--- src/rtl/word_serializer_pkg.sv ---
// word_serializer_pkg: shared FSM encoding and bank geometry for the word serializer
package word_serializer_pkg;
    localparam int WORDS = 8;
    localparam int SEL_W = 3;
    typedef enum logic [1:0] {
        IDLE   = 2'd0,
        STREAM = 2'd1,
        DONE   = 2'd2
    } state_t;
endpackage

--- src/rtl/word_serializer_if.sv ---
// word_serializer_if: burst request inputs plus the valid/ready word stream and status
interface word_serializer_if
    import word_serializer_pkg::*;
#(
    parameter int N = 32
) ();
    logic               start;
    logic [SEL_W-1:0]   len;
    logic [WORDS*N-1:0] in_data;
    logic               out_ready;
    logic               out_valid;
    logic [N-1:0]       out_data;
    logic               out_last;
    logic [SEL_W-1:0]   sel;
    logic               busy;
    logic               done;
    modport master (
        output start, len, in_data, out_ready,
        input  out_valid, out_data, out_last, sel, busy, done
    );
    modport slave (
        input  start, len, in_data, out_ready,
        output out_valid, out_data, out_last, sel, busy, done
    );
endinterface

--- src/rtl/word_serializer_mux8to1.sv ---
// word_serializer_mux8to1: selects one of the eight bank words by index
module word_serializer_mux8to1
    import word_serializer_pkg::*;
#(
    parameter int N = 32
) (
    input  logic [WORDS-1:0][N-1:0] words,
    input  logic [SEL_W-1:0]        select,
    output logic [N-1:0]            y
);
    assign y = words[select];
endmodule

--- src/rtl/word_serializer.sv ---
// word_serializer: captures an 8-word bank on start and streams it out one word per accepted beat
module word_serializer
    import word_serializer_pkg::*;
#(
    parameter int N = 32
) (
    input logic clk,
    input logic rst,
    word_serializer_if.slave bus
);
    state_t                  state;
    logic [WORDS-1:0][N-1:0] bank;
    logic [SEL_W-1:0]        len_q;
    logic [SEL_W-1:0]        sel_q;
    logic                    valid_q;
    logic                    busy_q;
    logic                    done_q;
    logic [N-1:0]            mux_y;

    word_serializer_mux8to1 #(.N(N)) u_mux (
        .words  (bank),
        .select (sel_q),
        .y      (mux_y)
    );

    // Burst FSM: capture on start, advance sel per accepted beat, one-cycle done pulse
    always_ff @(posedge clk) begin
        if (rst) begin
            state   <= IDLE;
            bank    <= '0;
            len_q   <= '0;
            sel_q   <= '0;
            valid_q <= 1'b0;
            busy_q  <= 1'b0;
            done_q  <= 1'b0;
        end else begin
            done_q <= 1'b0;
            case (state)
                IDLE: if (bus.start) begin
                    bank    <= bus.in_data;
                    len_q   <= bus.len;
                    sel_q   <= '0;
                    valid_q <= 1'b1;
                    busy_q  <= 1'b1;
                    state   <= STREAM;
                end
                STREAM: if (bus.out_ready) begin
                    if (sel_q == len_q) begin
                        valid_q <= 1'b0;
                        done_q  <= 1'b1;
                        state   <= DONE;
                    end else begin
                        sel_q <= sel_q + 1'b1;
                    end
                end
                DONE: begin
                    sel_q  <= '0;
                    busy_q <= 1'b0;
                    state  <= IDLE;
                end
                default: state <= IDLE;
            endcase
        end
    end

    assign bus.out_valid = valid_q;
    assign bus.out_data  = valid_q ? mux_y : '0;
    assign bus.out_last  = valid_q && (sel_q == len_q);
    assign bus.sel       = sel_q;
    assign bus.busy      = busy_q;
    assign bus.done      = done_q;
endmodule

--- src/flat_wrapper.sv ---
// flat-port wrapper written by rule: the top's interface ports become plain ports
module word_serializer_flat import word_serializer_pkg::*;
#(
    parameter int N = 32
)
  (clk, rst, bus_start, bus_len, bus_in_data, bus_out_ready, bus_out_valid, bus_out_data, bus_out_last, bus_sel, bus_busy, bus_done);
  word_serializer_if #(.N(N)) bus_i ();
  input logic clk;
  input logic rst;
  input wire logic [$bits(bus_i.start)-1:0] bus_start;
  input wire logic [$bits(bus_i.len)-1:0] bus_len;
  input wire logic [$bits(bus_i.in_data)-1:0] bus_in_data;
  input wire logic [$bits(bus_i.out_ready)-1:0] bus_out_ready;
  output wire logic [$bits(bus_i.out_valid)-1:0] bus_out_valid;
  output wire logic [$bits(bus_i.out_data)-1:0] bus_out_data;
  output wire logic [$bits(bus_i.out_last)-1:0] bus_out_last;
  output wire logic [$bits(bus_i.sel)-1:0] bus_sel;
  output wire logic [$bits(bus_i.busy)-1:0] bus_busy;
  output wire logic [$bits(bus_i.done)-1:0] bus_done;
  assign bus_i.start = bus_start;
  assign bus_i.len = bus_len;
  assign bus_i.in_data = bus_in_data;
  assign bus_i.out_ready = bus_out_ready;
  assign bus_out_valid = bus_i.out_valid;
  assign bus_out_data = bus_i.out_data;
  assign bus_out_last = bus_i.out_last;
  assign bus_sel = bus_i.sel;
  assign bus_busy = bus_i.busy;
  assign bus_done = bus_i.done;
  word_serializer #(.N(N)) u_core (.clk(clk), .rst(rst), .bus(bus_i));
endmodule
--- config.mk ---
export PLATFORM = sky130hd
export DESIGN_NAME = word_serializer_flat
export DESIGN_NICKNAME = d
export VERILOG_FILES = /design/src/rtl/word_serializer_pkg.sv /design/src/rtl/word_serializer_if.sv /design/src/rtl/word_serializer_mux8to1.sv /design/src/rtl/word_serializer.sv /design/src/flat_wrapper.sv
export SDC_FILE = /design/constraint.sdc
export NUM_CORES = 1
export LEC_CHECK = 0
export CORE_MARGIN = 2
export CORE_UTILIZATION = 42
export CTS_CLUSTER_DIAMETER = 50
export DETAILED_ROUTE_END_ITERATION = 6
export PLACE_DENSITY = 0.7
export SLEW_MARGIN = 0
export SYNTH_ARGS = -nofsm -noshare
export SYNTH_HDL_FRONTEND = slang
export SYNTH_HIERARCHICAL = 1
export SYNTH_SLANG_ARGS = --single-unit
--- constraint.sdc ---
create_clock -name clk -period 2.95 [get_ports clk]
set_input_delay 0.7375 -clock clk [delete_from_list [all_inputs] [get_ports clk]]
set_output_delay 0.7375 -clock clk [all_outputs]
set_load 0.02 [all_outputs]
==> notes.org, run 1 <==
* Flow results

** Setup path
- In the setup report, the worst path falls into the class flip-flop to primary output.
- On the critical path, the stage with the largest delay is an instance of sky130_fd_sc_hd__mux4_2.
- The timing report shows the most common cell along the critical path to be sky130_fd_sc_hd__buf_6.
- The report puts the cell count of the worst reg-to-reg path at 6.
- In this run the critical register-to-register path is captured at u_core/bus.sel[0]$_SDFFE_PP0P_.
- STA classifies the critical path startpoint as a flip-flop.
- Across all register-to-register paths, the minimum setup slack is 1.10 ns.
- Endpoint kind of the worst setup timing path :: primary output
- The timing report gives the biggest stage delay along the critical path as ~0.5 ns.
- Data required, critical path :: roughly 2.2 ns

** Synth
- XORs/XNORs by Area :: 0.2249%
- Cell types occupying the most area after synthesis :: sky130_fd_sc_hd__dfxtp_1 (46%), sky130_fd_sc_hd__nand2_1 (17%), sky130_fd_sc_hd__a21oi_1 (11%)
- Synth async-reset ratio :: 0%
- Per Yosys stat, the portion of area used by sequential elements is a little under half.
- Post-synth EDFFs :: 0
- Post-synthesis average cell area :: around 8.9 sq um
- Fraction of the mapped netlist area in compound gates :: between 10% and 20%
- Post-synthesis cell type count :: 29
- Mapped Cells :: 1312
- Adders+Majority by Area :: 0.1071%
- Ys Warns :: 6
- Number of cell instances after yosys synthesis :: about 1300
- Counting every net in the synthesized netlist gives 1576.
- The chip area line in the Yosys stat output reads 11680 sq um.
- Synth Flop Type :: sky130_fd_sc_hd__dfxtp_1
- Dominant cell by count in the synthesized netlist :: sky130_fd_sc_hd__nand2_1
- Of the combinational cells, the family taking the most area is simple AND/OR/NAND/NOR gates.
- In this run the cell area of the synthesized design comes to 11680 sq um.
- Simple Share, Synth :: 19.22%
- Top cell area share :: between 40 and 50%
- Top cell type by total area after synthesis :: sky130_fd_sc_hd__dfxtp_1
- Most frequent cells after synthesis :: sky130_fd_sc_hd__nand2_1 (518), sky130_fd_sc_hd__dfxtp_1 (267), sky130_fd_sc_hd__a21oi_1 (260), sky130_fd_sc_hd__clkbuf_1 (43), sky130_fd_sc_hd__mux4_1 (40)

** GRT
- The global routing report lists met2 layer usage as 40.70%.
- Global routing usage on met1 :: 30.41%
- In this run the most used layer during global routing was met2.
- First-pass GRT wire length :: 55130 um
- Global-route usage over all layers :: 24.20%
- Sum of overflow across all layers after global routing :: 0
- Number of antenna violations at the first check in global routing :: 5

** Final timing
- The final timing report lists clock skew as 0.01857 ns.
- Setup repair after global routing could not meet its margin everywhere.
- For this run, the final setup violation count is recorded as 27.
- Worst hold-check slack :: around 0.45 ns
- Final period util :: 102.9%
- The critical path in the final layout is reported with a setup slack of -0.08456 ns.

** Floorplanning
- Chip area :: 29160 sq um
- The initialized floorplan defines ~61 standard-cell rows.
- Initial Utilization :: a little over two fifths
- Floorplan Core Area :: between 20000 and 30000 sq um
- 302 I/O pins were placed.
- Die outline height :: 170.8 um
- Across the placement rows, the number of tap cells is 378.

** Pwr
- Power Density :: 575.7 nW/um^2
- Summed over all cells, the static leakage comes to 0.006095 uW.
- Switching fraction of total power :: roughly a quarter
- The design draws between 9000 and 10000 uW.
- Part of the total power dissipated in combinational logic :: 14.4%
- VDD sags by at most 0.4138 mV.
- Internal power comes to 7039 uW.

** Finish
- Clock cells make up approximately 6.7% of the layout cell area.
- Once layout is done, the placed cells without fillers occupy 16270 sq um.
- Per the run report, area growth between synthesis and finish was 39.26%.
- 935 cells are multi-input combinational gates.
- Top cell category :: combinational gates
- Non-clock inverters in the final layout number 1.
- Multi-input logic gates represent a cell area share of 34.48%.
- The register with the most flip-flops in the layout has 256 of them.
- Clock buffer cells :: 50
- Across the whole layout, storage elements account for approximately 5400 sq um.
- Excluding fillers, the count of instances in the completed layout stands at 1990.
- Of the total standard cell area in the layout, the sequential portion is 32.91%.
- The design has approximately 270 sequential cells.
- Number of inserted filler cells in the final layout :: 2467
- Once layout is complete, the utilization of the core stands at between 50% and 60%.
- Data-path buffer share of cell area in the final layout :: 22.87%
- Fraction of final layout cells with drive strength greater than 1 :: between 10% and 20%
- Leaving out buffers and inverters, the combinational logic in the layout accounts for approximately 5600 sq um.
- Total number of nets in the final design :: 1849
- Top reg by flops :: u_core/bank
- The top cell types in the final layout, fill and taps aside, are sky130_fd_sc_hd__nand2_1 (518), sky130_fd_sc_hd__clkdlybuf4s50_1 (267), sky130_fd_sc_hd__dfxtp_1 (264), sky130_fd_sc_hd__a21oi_1 (260), sky130_fd_sc_hd__mux4_2 (64).

** Clock network
- The report puts the hold buffer count at CTS at 0.
- Per the skew report, the later register of the worst-skew pair sees a clock latency of 0.50 ns.
- Sink count of the clock tree :: 267
- Total CTS buffers :: 34
- The tree is rooted in a sky130_fd_sc_hd__clkbuf_16.
- The clock tree synthesis step divided the H-tree into 2 levels.
- In this run, post-CTS repair resized a total of 280 instances.
- After clock tree synthesis, the setup repair step added 12 buffers.
- Per the post-CTS timing run, clock transition at the registers of the reported paths is roughly 0.06 ns.

** Hold path
- Hold Path Cell Cnt :: 2
- The endpoint of the worst hold path is reported as u_core/bank[122]$_SDFFE_PP0P_.
- Note that the worst hold path type here is flip-flop to flip-flop.

** Route
- For this block, the initial DRC count from the detailed router was between 900 and 1000.
- Met1 wire length :: 14810 um
- Vias/cell :: slightly above 5
- Before antenna repair, the detailed router went through 5 iterations.
- Routed met3 length :: 2845 um
- Per the detail_route report, DRC violations left total 0.
- Total via count in the routed design :: 10330
- Average wire per standard cell :: approximately 18 um
- Routed wl met2 :: 17400 um
- Top sig layer :: met5

** Placed design
- Placed Instances :: 1914
- Note, the detailed placer reported a final HPWL of 24180 um.
- Detailed placement reports a standard cell area of 14910 sq um.
- GPL Wtd Cong :: roughly 0.83
- Worst slack after detailed placement :: -0.07866 ns

** Status
- The run finished, with violations left.
- The final reports fail on negative setup slack.

** Job
- Reported max-cap violation count :: 0
## run 1: power groups by stage
| stage | sequential [uW] | clock (uW) | combinational, uW |
|---|---|---|---|
| final | 4000 | 4020 | 1350 |
| after global routing | 4020 | 4230 | 1470 |
| after CTS | 3990 | 4100 | 1350 |
| after detailed placement | 4060 | 0 | 1280 |
| after global placement | 4060 | 0 | 1260 |
| after floorplan | 4010 | 0 | 749 |
## run 1: critical path: cells and delay by family, from the launching register on
| kind | cells | cell delay (ns) |
|---|---|---|
| flops | 1 | 0.37 |
| buf+inv | 4 | 0.48 |
| mux | 2 | 0.79 |
| simple gates | 1 | 0.16 |
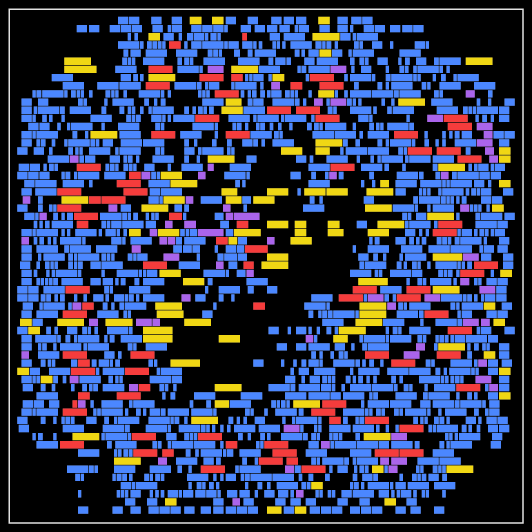
(run_1/sizes.png)
Scale: 3 px per um.
- _6 and larger: yellow (cells 99; share 6.2%)
- _3 and _4 cells: purple (cells 71; share 4.4%)
- _2 cells: red (cells 86; share 5.3%)
- _0 and _1 cells: blue (cells 1352; share 84%)

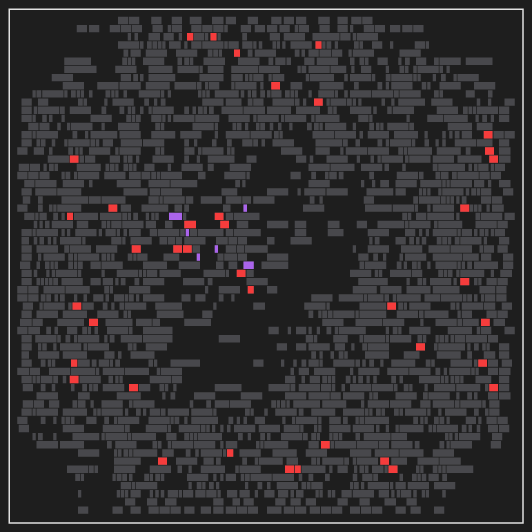
(run_1/logic_types.png)
Scale: 3 px per um.
- nor cells: purple (cells 6; most used nor2_1; where center)
- and/or cells: red (cells 39; most used and2_4; where widely spread)

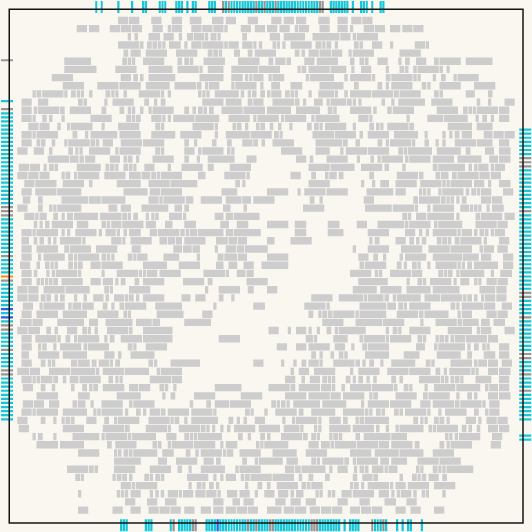
(run_1/io_placement.png)
Scale: 3 px per um. Pins as bars across the die edge, other pins in gray.
- `bus_start`: orange (pins 1; direction input; edge left)
- `bus_in_data`: cyan (pins 256; direction input; edge 67 bottom, 64 left, 63 right, 62 top)
- `bus_sel`: blue (pins 3; direction output; edge 2 left, 1 bottom)
- all pins by edge: 80 bottom, 79 left, 74 right, 69 top

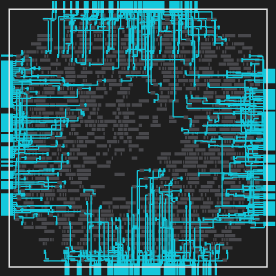
(run_1/io_fan.png)
Scale: 1.5 px per um.
- `bus_in_data`: cyan (bits 256; direction input; edge 67 bottom, 64 left, 63 right, 62 top; end cells 256; buffers 256; wire 8610 um)

## Run 2: what changed since run 1
--- a/config.mk
+++ b/config.mk
@@ -9,9 +9,9 @@
 export CORE_UTILIZATION = 42
 export CTS_CLUSTER_DIAMETER = 50
 export DETAILED_ROUTE_END_ITERATION = 6
-export PLACE_DENSITY = 0.7
+export PLACE_DENSITY = 0.71
+export RECOVER_POWER = 25
 export SLEW_MARGIN = 0
 export SYNTH_ARGS = -nofsm -noshare
 export SYNTH_HDL_FRONTEND = slang
-export SYNTH_HIERARCHICAL = 1
 export SYNTH_SLANG_ARGS = --single-unit
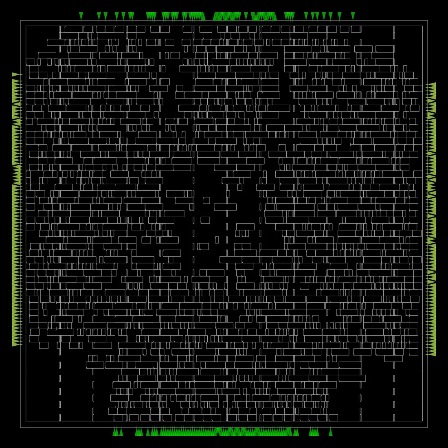
(run_2/placement.png)
Tapcell Cnt: 341
Floorplan Core Area: 26730 sq um
number of inserted filler cells in the final layout: 2363

==> run 2 against run 1 <==
Against the previous run:
- the run still ends with negative setup slack left
- worst hold slack better by 0.0011 ns
- power fell by 2.3%
- setup slack improved by 0.071 ns
- utilization up 0.085 points
- routed wire length is 1.1% lower
- non-clock buffer count is 3 higher
- critical path depth did not move
- first-iteration DRC count fell by 12%
- area after synthesis fell by 3.1%
- global-route usage rose by 0.28 points
- register-to-register slack lost 0.42 ns
==> notes.org, run 2 <==
* Flow results

** Status
- Result of the run: finished with violations (unchanged).
- Failing checks :: negative setup slack (unchanged)

** Finish
- Fraction of area in clock buffers and inverters :: 6.683% (was 6.746%)
- Share of cell area taken by flip-flops and latches :: 33.88% (was 32.91%)
- Clock buffer cells :: 42 (was 50)
- The flip-flop count of the largest register after layout is 256 (unchanged).
- The design area was 15800 sq um (was 16270 sq um).
- The register cell area after layout is 5354 sq um (unchanged).
- The core utilization of the finished layout was 59.12% (was 59.04%).
- The layout overhead on the synthesized area was 39.58% (was 39.26%).
- The register with the most flip-flops is u_core.bank (was u_core/bank).
- The number of diodes added for antenna fixing came to 5 (was 4).
- Leading cell types in the layout, fill and taps excluded: sky130_fd_sc_hd__nand2_1 (518), sky130_fd_sc_hd__clkdlybuf4s50_1 (265), sky130_fd_sc_hd__dfxtp_1 (264), sky130_fd_sc_hd__a21oi_1 (261), sky130_fd_sc_hd__mux4_2 (62) (was sky130_fd_sc_hd__nand2_1 (518), sky130_fd_sc_hd__clkdlybuf4s50_1 (267), sky130_fd_sc_hd__dfxtp_1 (264), sky130_fd_sc_hd__a21oi_1 (260), sky130_fd_sc_hd__mux4_2 (64)).
- The combinational cell area excluding buffers and inverters came to 5380 sq um (was 5609 sq um).
- Fraction of final layout cells with drive strength greater than 1 :: 12.45% (was 15.92%)
- The non-clock buffer area fraction after layout was 22.54% (was 22.87%).
- The non-clock inverter count in the final layout came to 3 (was 1).
- Combinational share of cell area :: 34.05% (was 34.48%)
- The final-stage net count came to 1854 (was 1849).
- Top cell category :: combinational gates (unchanged)
- The non-filler instance count after layout is 1961 (was 1990).
- The multi-input logic cell count is 938 (was 935).
- Sequential cells :: 267 (unchanged)

** GRT
- The met1 layer usage reported by global route was 30.90% (was 30.41%).
- GRT met2 Usage :: 41.70% (was 40.70%)
- Sum of overflow across all layers after global routing :: 0 (unchanged)
- Top Usage Layer GRT :: met2 (unchanged)
- Global-route usage over all layers :: 24.49% (was 24.20%)
- The wire length of the first global-routing pass is 54730 um (was 55130 um).
- Number of antenna violations at the first check in global routing :: 9 (was 5)

** Setup path
- Worst-case register-to-register setup slack :: 0.68 ns (was 1.10 ns)
- CP Class :: flip-flop to primary output (unchanged)
- The worst path buffer plus inverter count was 4 (unchanged).
- Endpoint kind of the worst setup timing path :: primary output (unchanged)
- Maximum cell stage delay along the critical path :: 0.50 ns (about the same)
- Cell family with the largest share of critical-path delay :: multiplexers (unchanged)
- Element type at the critical path start :: flip-flop (unchanged)
- The slowest cell on the critical path is sky130_fd_sc_hd__mux4_2 (unchanged).
- Endpoint of the worst-slack reg-to-reg timing path :: u_core.bank[77]$_SDFFE_PP0P_ (was u_core/bus.sel[0]$_SDFFE_PP0P_)
- The required arrival time at the worst endpoint came to 2.21 ns (about the same).
- The path depth of the worst reg2reg path came to 4 (was 6).
- The arrival time at the worst endpoint is 2.23 ns (was 2.30 ns).

** Placed design
- Placed Instances :: 1877 (was 1914)
- Worst slack after detailed placement :: 0.1117 ns (was -0.07866 ns)
- GPL Wtd Cong :: 0.9088 (was 0.8327)
- The area of placed instances came to 14620 sq um (was 14910 sq um).
- The placed wire-length estimate after detailed placement is 24970 um (was 24180 um).

** Job
- Reported max-cap violation count :: 0 (unchanged)

** Route
- The average vias per placed instance was 5.245 (was 5.191).
- The wire length on met3 was 2556 um (was 2845 um).
- The detailed-route wire length per cell was 18.18 um (was 18.11 um).
- The routed via count is 10290 (was 10330).
- The highest metal layer with signal wires was met5 (unchanged).
- The detailed-route wire length on metal 1 came to 14660 um (was 14810 um).
- Post-detailed-route DRC marker count :: 0 (unchanged)
- The number of iterations in the first detailed-routing pass is 7 (was 5).
- Number of DRC violations after detailed-routing iteration 0 :: 831 (was 941)
- Routed wl met2 :: 17150 um (was 17400 um)

** Pwr
- Power in the clock group :: 3890 uW (was 4020 uW)
- The top power group is registers (was the clock network).
- The total power after layout came to 9151 uW (was 9365 uW).
- Switching fraction of total power :: 25.16% (was 24.84%)
- The share of power burned in registers is 43.8% (was 42.7%).
- The internal cell power was 6849 uW (was 7039 uW).
- The power per unit of standard cell area came to 579.1 nW/um^2 (was 575.7 nW/um^2).
- Worst IR Drop VDD :: 0.4026 mV (was 0.4138 mV)
- The sequential cell power is 4010 uW (was 4000 uW).
- The combinational-cell power consumption is 1250 uW (was 1350 uW).
- Part of the total power dissipated in combinational logic :: 13.6% (was 14.4%)
- The static power due to leakage is 0.005807 uW (was 0.006095 uW).

** Final timing
- Final period util :: 100.4% (was 102.9%)
- Worst hold-check slack :: 0.4530 ns (was 0.4518 ns)
- The final max-slew violation count came to 0 (unchanged).
- The worst clock skew was 0.01397 ns (was 0.01857 ns).
- Unrepaired setup endpoints after global routing: true (unchanged).
- The worst setup slack after layout came to -0.01315 ns (was -0.08456 ns).
- The final critical delay including setup and external delays was 2.963 ns (was 3.035 ns).
- The final setup violation count came to 2 (was 27).

** Synth
- Post-synth EDFFs :: 0 (unchanged)
- Adders+Majority by Area :: 0.1105% (was 0.1071%)
- Post-synthesis average cell area :: 8.596 sq um (was 8.903 sq um)
- Fraction of the mapped netlist area in compound gates :: 12.28% (was 11.57%)
- Cell types occupying the most area after synthesis :: sky130_fd_sc_hd__dfxtp_1 (47%), sky130_fd_sc_hd__nand2_1 (17%), sky130_fd_sc_hd__a21oi_1 (12%) (was sky130_fd_sc_hd__dfxtp_1 (46%), sky130_fd_sc_hd__nand2_1 (17%), sky130_fd_sc_hd__a21oi_1 (11%))
- The dominant kind of combinational cell is simple AND/OR/NAND/NOR gates (unchanged).
- Ys Warns :: 0 (was 6)
- The portion of synthesized cell area occupied by the leading cell type came to 47.21% (was 45.76%).
- The number of nets at floorplan came to 1581 (was 1576).
- Top cell type by total area after synthesis :: sky130_fd_sc_hd__dfxtp_1 (unchanged)
- Mapped Cells :: 1317 (was 1312)
- Simple Share, Synth :: 19.11% (was 19.22%)
- Dominant cell by count in the synthesized netlist :: sky130_fd_sc_hd__nand2_1 (unchanged)
- The post-synthesis async set-or-reset flop share was 0% (unchanged).
- Most frequent cells after synthesis :: sky130_fd_sc_hd__nand2_1 (518), sky130_fd_sc_hd__dfxtp_1 (267), sky130_fd_sc_hd__a21oi_1 (261), sky130_fd_sc_hd__buf_2 (59), sky130_fd_sc_hd__mux4_2 (58) (was sky130_fd_sc_hd__nand2_1 (518), sky130_fd_sc_hd__dfxtp_1 (267), sky130_fd_sc_hd__a21oi_1 (260), sky130_fd_sc_hd__clkbuf_1 (43), sky130_fd_sc_hd__mux4_1 (40))
- The number of standard cells reported by yosys is 1317 (was 1312).
- The flip-flop cell with the highest count after synthesis is sky130_fd_sc_hd__dfxtp_1 (unchanged).
- Post-synth area from yosys stat :: 11320 sq um (was 11680 sq um)
- The sequential share of the synthesized area was 47.21% (was 45.76%).
- The xor/xnor cell area share of the yosys netlist came to 0.3979% (was 0.2249%).
- Post-synthesis cell area :: 11320 sq um (was 11680 sq um)
- Post-synthesis cell type count :: 32 (was 29)
- The area fraction in mux cells came to 15.85% (was 16.99%).

** Clock network
- The insertion delay to the later sink of the worst-skew pair came to 0.55 ns (was 0.50 ns).
- Root Driver :: sky130_fd_sc_hd__clkbuf_16 (unchanged)
- Total CTS buffers :: 31 (was 34)
- Hold_buf cts :: 0 (unchanged)
- Htree depth :: 1 (was 2)
- Sink count of the clock tree :: 267 (unchanged)
- Post-CTS clock slew at the launch and capture registers of the worst setup and hold paths :: 0.06 ns (about the same)

** Floorplanning
- The cell row count is 60 (was 61).
- The core utilization before placement was 42.36% (was 42.40%).
- I/O pin count :: 302 (unchanged)
- The chip height is 168.2 um (was 170.8 um).
- Width of the chip :: 168.2 um (was 170.8 um)
- The area of the die is 28280 sq um (was 29160 sq um).

** Hold path
- The class of the most critical hold timing path is flip-flop to flip-flop (unchanged).
- End point of the most critical hold path :: u_core.bank[53]$_SDFFE_PP0P_ (was u_core/bank[122]$_SDFFE_PP0P_)
- The depth of the worst hold-timing path is 2 (unchanged).
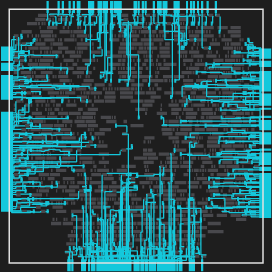
(run_2/io_fan.png)
Scale: 1.5 px per um.
- `bus_in_data`: cyan (bits 256; direction input; edge 72 left, 69 bottom, 68 right, 47 top; end cells 256; buffers 256; wire 7890 um)

## run 2: what timing repair did
action                                 CTS  global route
setup endpoints to repair               33            23
cloned                                   2             0
buffers inserted                        16             3
pin swaps                                0             7
endpoints found under the hold margin    0             0
gates resized                          136            24
## run 2: worst max path at each step
stage,end,cells after the start,from
after floorplan,bus_out_data[0],5,u_core.bus.sel[1]$_SDFFE_PP0P_
after global placement,bus_out_data[13],5,u_core.bus.sel[1]$_SDFFE_PP0P_
after detailed placement,bus_out_data[13],5,u_core.bus.sel[1]$_SDFFE_PP0P_
after CTS,bus_out_data[28],7,u_core.bus.sel[1]$_SDFFE_PP0P_
after global routing,bus_out_data[28],7,u_core.bus.sel[1]$_SDFFE_PP0P_
final,bus_out_data[28],7,u_core.bus.sel[1]$_SDFFE_PP0P_
## Run 3: what changed since run 2
--- a/config.mk
+++ b/config.mk
@@ -5,6 +5,7 @@
 export SDC_FILE = /design/constraint.sdc
 export NUM_CORES = 1
 export LEC_CHECK = 0
+export ABC_CLOCK_PERIOD_IN_PS = 2950
 export CORE_MARGIN = 2
 export CORE_UTILIZATION = 42
 export CTS_CLUSTER_DIAMETER = 50
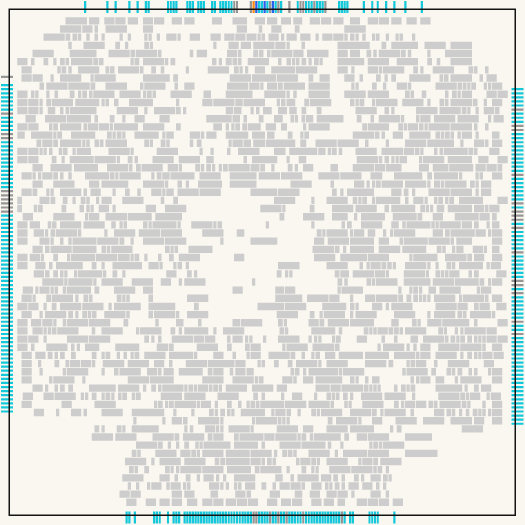
(run_3/io_placement.png)
Scale: 3 px per um. Pins as bars across the die edge, other pins in gray.
- `bus_start`: orange (pins 1; direction input; edge top)
- `bus_sel`: blue (pins 3; direction output; edge top)
- `bus_in_data`: cyan (pins 256; direction input; edge 72 left, 69 bottom, 68 right, 47 top)

==> run 3 against run 2 <==
Against the previous run:
- the run still ends with negative setup slack left
- setup slack unchanged
- largest cell class unchanged
- combinational power about the same
- cell area unchanged
- die area unchanged
==> notes.org, run 3 <==
* Flow results

** Status
- Result of the run: finished with violations (unchanged).
- Failing checks: negative setup slack (unchanged).

** Clock network
- Htree depth :: 1 (unchanged)
- Insertion delay at the late pin of the worst-skew pair :: 0.55 ns (about the same)
- Number of cells upsized or downsized after cts :: 136 (unchanged)
- The clock net sink count came to 267 (unchanged).
- Number of buffers inserted to repair setup after CTS :: 16 (unchanged)
- Post-CTS clock slew at the launch and capture registers of the worst setup and hold paths :: 0.06 ns (about the same)
- Hold_buf cts :: 0 (unchanged)
- Total CTS buffers :: 31 (unchanged)

** Setup path
- Origin of the worst setup path :: u_core.bus.sel[1]$_SDFFE_PP0P_ (unchanged)
- Endpoint kind of the worst setup timing path :: primary output (unchanged)
- Total number of cells along the worst setup path :: 7 (unchanged)
- The endpoint of the worst setup timing path was bus_out_data[28] (unchanged).
- The arrival time at the worst endpoint was 2.23 ns (about the same).
- The kind of cell adding the most delay to the critical path is multiplexers (unchanged).
- The path depth of the worst reg2reg path was 4 (unchanged).
- The worst path buffer plus inverter count came to 4 (unchanged).
- The critical path startpoint category is a flip-flop (unchanged).
- The required arrival time at the worst endpoint is 2.21 ns (about the same).
- CP Class :: flip-flop to primary output (unchanged)
- The worst reg2reg path endpoint is u_core.bank[77]$_SDFFE_PP0P_ (unchanged).
- Maximum cell stage delay along the critical path :: 0.50 ns (about the same)
- The slowest cell on the critical path is sky130_fd_sc_hd__mux4_2 (unchanged).
- The register-to-register setup slack is 0.68 ns (about the same).

** Route
- Post-detailed-route DRC marker count :: 0 (unchanged)
- The number of iterations in the first detailed-routing pass is 7 (unchanged).
- Met1 wire length :: 14660 um (unchanged)
- Top sig layer :: met5 (unchanged)
- The total length of routed met2 wires came to 17150 um (unchanged).
- The number of DRC markers after the initial detailed-route iteration came to 831 (unchanged).
- Average wire per standard cell :: 18.18 um (unchanged)
- Vias/cell :: 5.245 (unchanged)
- The routed via count is 10290 (unchanged).
- The wire length on met3 was 2556 um (unchanged).

** Pwr
- Power Density :: 579.1 nW/um^2 (unchanged)
- Power share of the sequential group :: 43.8% (about the same)
- The static power due to leakage came to 0.005807 uW (unchanged).
- Switching fraction of total power :: 25.16% (unchanged)
- Part of the total power dissipated in combinational logic :: 13.6% (about the same)
- Overall power consumption :: 9151 uW (unchanged)
- The internal cell power is 6849 uW (unchanged).
- Worst IR Drop VDD :: 0.4026 mV (unchanged)

** Synth
- Dominant cell by count in the synthesized netlist :: sky130_fd_sc_hd__nand2_1 (unchanged)
- Top cell type by total area after synthesis :: sky130_fd_sc_hd__dfxtp_1 (unchanged)
- The yosys synthesis chip area is 11320 sq um (unchanged).
- Synthesized net count :: 1581 (unchanged)
- Ys Warns :: 0 (unchanged)
- Number of cell instances after yosys synthesis :: 1317 (unchanged)
- The average size of a mapped cell is 8.596 sq um (unchanged).
- Most frequent cells after synthesis: sky130_fd_sc_hd__nand2_1 (518), sky130_fd_sc_hd__dfxtp_1 (267), sky130_fd_sc_hd__a21oi_1 (261), sky130_fd_sc_hd__buf_2 (59), sky130_fd_sc_hd__mux4_2 (58) (unchanged).
- Cell types occupying the most area after synthesis :: sky130_fd_sc_hd__dfxtp_1 (47%), sky130_fd_sc_hd__nand2_1 (17%), sky130_fd_sc_hd__a21oi_1 (12%) (unchanged)
- The cell area after synthesis was 11320 sq um (unchanged).
- The gate count of the mapped netlist was 1317 (unchanged).
- The flip-flop cell with the highest count after synthesis was sky130_fd_sc_hd__dfxtp_1 (unchanged).
- Post-synthesis cell type count :: 32 (unchanged)
- Synth async-reset ratio :: 0% (unchanged)
- The sequential share of the synthesized area came to 47.21% (unchanged).
- The count of flip-flops with a built-in enable after synthesis is 0 (unchanged).
- The portion of synthesized cell area occupied by the leading cell type came to 47.21% (unchanged).

** GRT
- The met2 usage came to 41.70% (unchanged).
- The wire length of the first global-routing pass came to 54730 um (unchanged).
- Sum of overflow across all layers after global routing :: 0 (unchanged)
- Number of global-route vias before repair :: 10190 (unchanged)
- The met1 layer usage reported by global route was 30.90% (unchanged).
- The overall global routing resource usage was 24.49% (unchanged).
- Top Usage Layer GRT :: met2 (unchanged)
- Number of antenna violations at the first check in global routing :: 9 (unchanged)

** Finish
- The non-clock buffer area fraction after layout was 22.54% (unchanged).
- Combinational share of cell area :: 34.05% (unchanged)
- Fraction of final layout cells with drive strength greater than 1 :: 12.45% (unchanged)
- Top reg by flops :: u_core.bank (unchanged)
- The flip-flop count of the largest register after layout came to 256 (unchanged).
- The tally of filler cells in the layout was 2363 (unchanged).
- Sequential cells :: 267 (unchanged)
- The combinational cell area excluding buffers and inverters was 5380 sq um (unchanged).
- Antenna Diode Count :: 5 (unchanged)
- The layout overhead on the synthesized area was 39.58% (unchanged).
- The portion of the layout cell area used by clock cells was 6.683% (unchanged).
- Combinational gate count :: 938 (unchanged)
- The cell class with the largest area share is combinational gates (unchanged).
- Sequential standard cell area :: 5354 sq um (unchanged)
- The non-clock inverter count in the final layout is 3 (unchanged).
- The clock tree buffer count of the final layout came to 42 (unchanged).
- The fraction of area in registers was 33.88% (unchanged).
- Leading cell types in the layout, fill and taps excluded :: sky130_fd_sc_hd__nand2_1 (518), sky130_fd_sc_hd__clkdlybuf4s50_1 (265), sky130_fd_sc_hd__dfxtp_1 (264), sky130_fd_sc_hd__a21oi_1 (261), sky130_fd_sc_hd__mux4_2 (62) (unchanged)
- The non-filler instance count after layout is 1961 (unchanged).
- Final core area utilization :: 59.12% (unchanged)
- Post-layout instance area :: 15800 sq um (unchanged)

** Final timing
- Final Max-Slew Violation Tally :: 0 (unchanged)
- Final period util :: 100.4% (unchanged)
- The final setup violation count was 2 (unchanged).
- The worst clock skew came to 0.01397 ns (unchanged).
- Final worst path period need :: 2.963 ns (unchanged)
- Unrepaired setup endpoints after global routing: true (unchanged).
- Worst hold-check slack :: 0.4530 ns (unchanged)
- Setup slack after layout :: -0.01315 ns (unchanged)

** Floorplanning
- Chip area :: 28280 sq um (unchanged)
- Tapcell Cnt :: 341 (unchanged)
- Initial Utilization :: 42.36% (unchanged)
- Core Rows :: 60 (unchanged)
- Width of the chip :: 168.2 um (unchanged)
- The chip height was 168.2 um (unchanged).
- The core region area is 26730 sq um (unchanged).

** Placed design
- Area post-placement :: 14620 sq um (unchanged)
- The post-placement cell count is 1877 (unchanged).
- The placed wire-length estimate after detailed placement was 24970 um (unchanged).
- GPL Wtd Cong :: 0.9088 (unchanged)
- The pre-CTS setup slack was 0.1117 ns (unchanged).

** Hold path
- End point of the most critical hold path :: u_core.bank[53]$_SDFFE_PP0P_ (unchanged)
- Class of the tightest hold or removal check :: flip-flop to flip-flop (unchanged)
- The depth of the worst hold-timing path came to 2 (unchanged).

** Job
- Reported max-cap violation count :: 0 (unchanged)
- The warning total across the stage logs was 28 (unchanged).
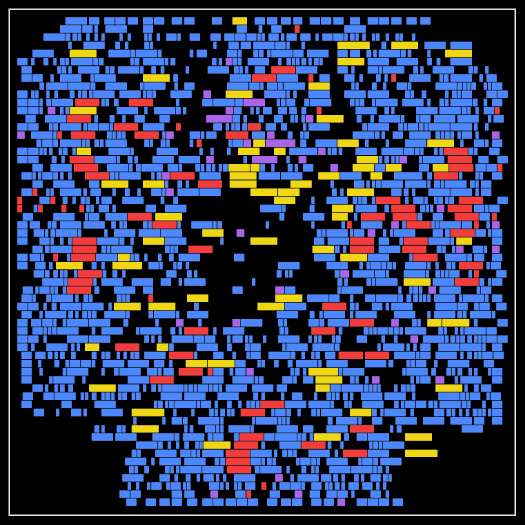
(run_3/sizes.png)
Scale: 3 px per um.
- _2 cells: red (cells 89; share 5.5%)
- _0 and _1 cells: blue (cells 1414; share 88%)
- _6 and larger: yellow (cells 70; share 4.3%)
- _3 and _4 cells: purple (cells 42; share 2.6%)

==> run 3: cell counts in the layout (fill, tap and decap cells not counted) <==
Identical to the previous run, type by type.
==> run 3: power groups by stage <==
stage / Clock [uW] / Combinational [uW] / Sequential [uW]
after floorplan: 0 / 683 / 4010
after global placement: 0 / 1240 / 4080
after detailed placement: 0 / 1260 / 4090
after CTS: 3950 / 1270 / 4010
after global routing: 4130 / 1370 / 4030
final: 3890 / 1250 / 4010
==> run 3: logic make-up after synthesis <==
kind of cell | share of synthesized area (%)
simple gates | 19.11
compound gates | 12.28
flops | 47.21
buf+inv | 5.040
mux | 15.85
xor+xnor | 0.3979
fa+ha+maj | 0.1105
Power and IR drop assume default switching activity.
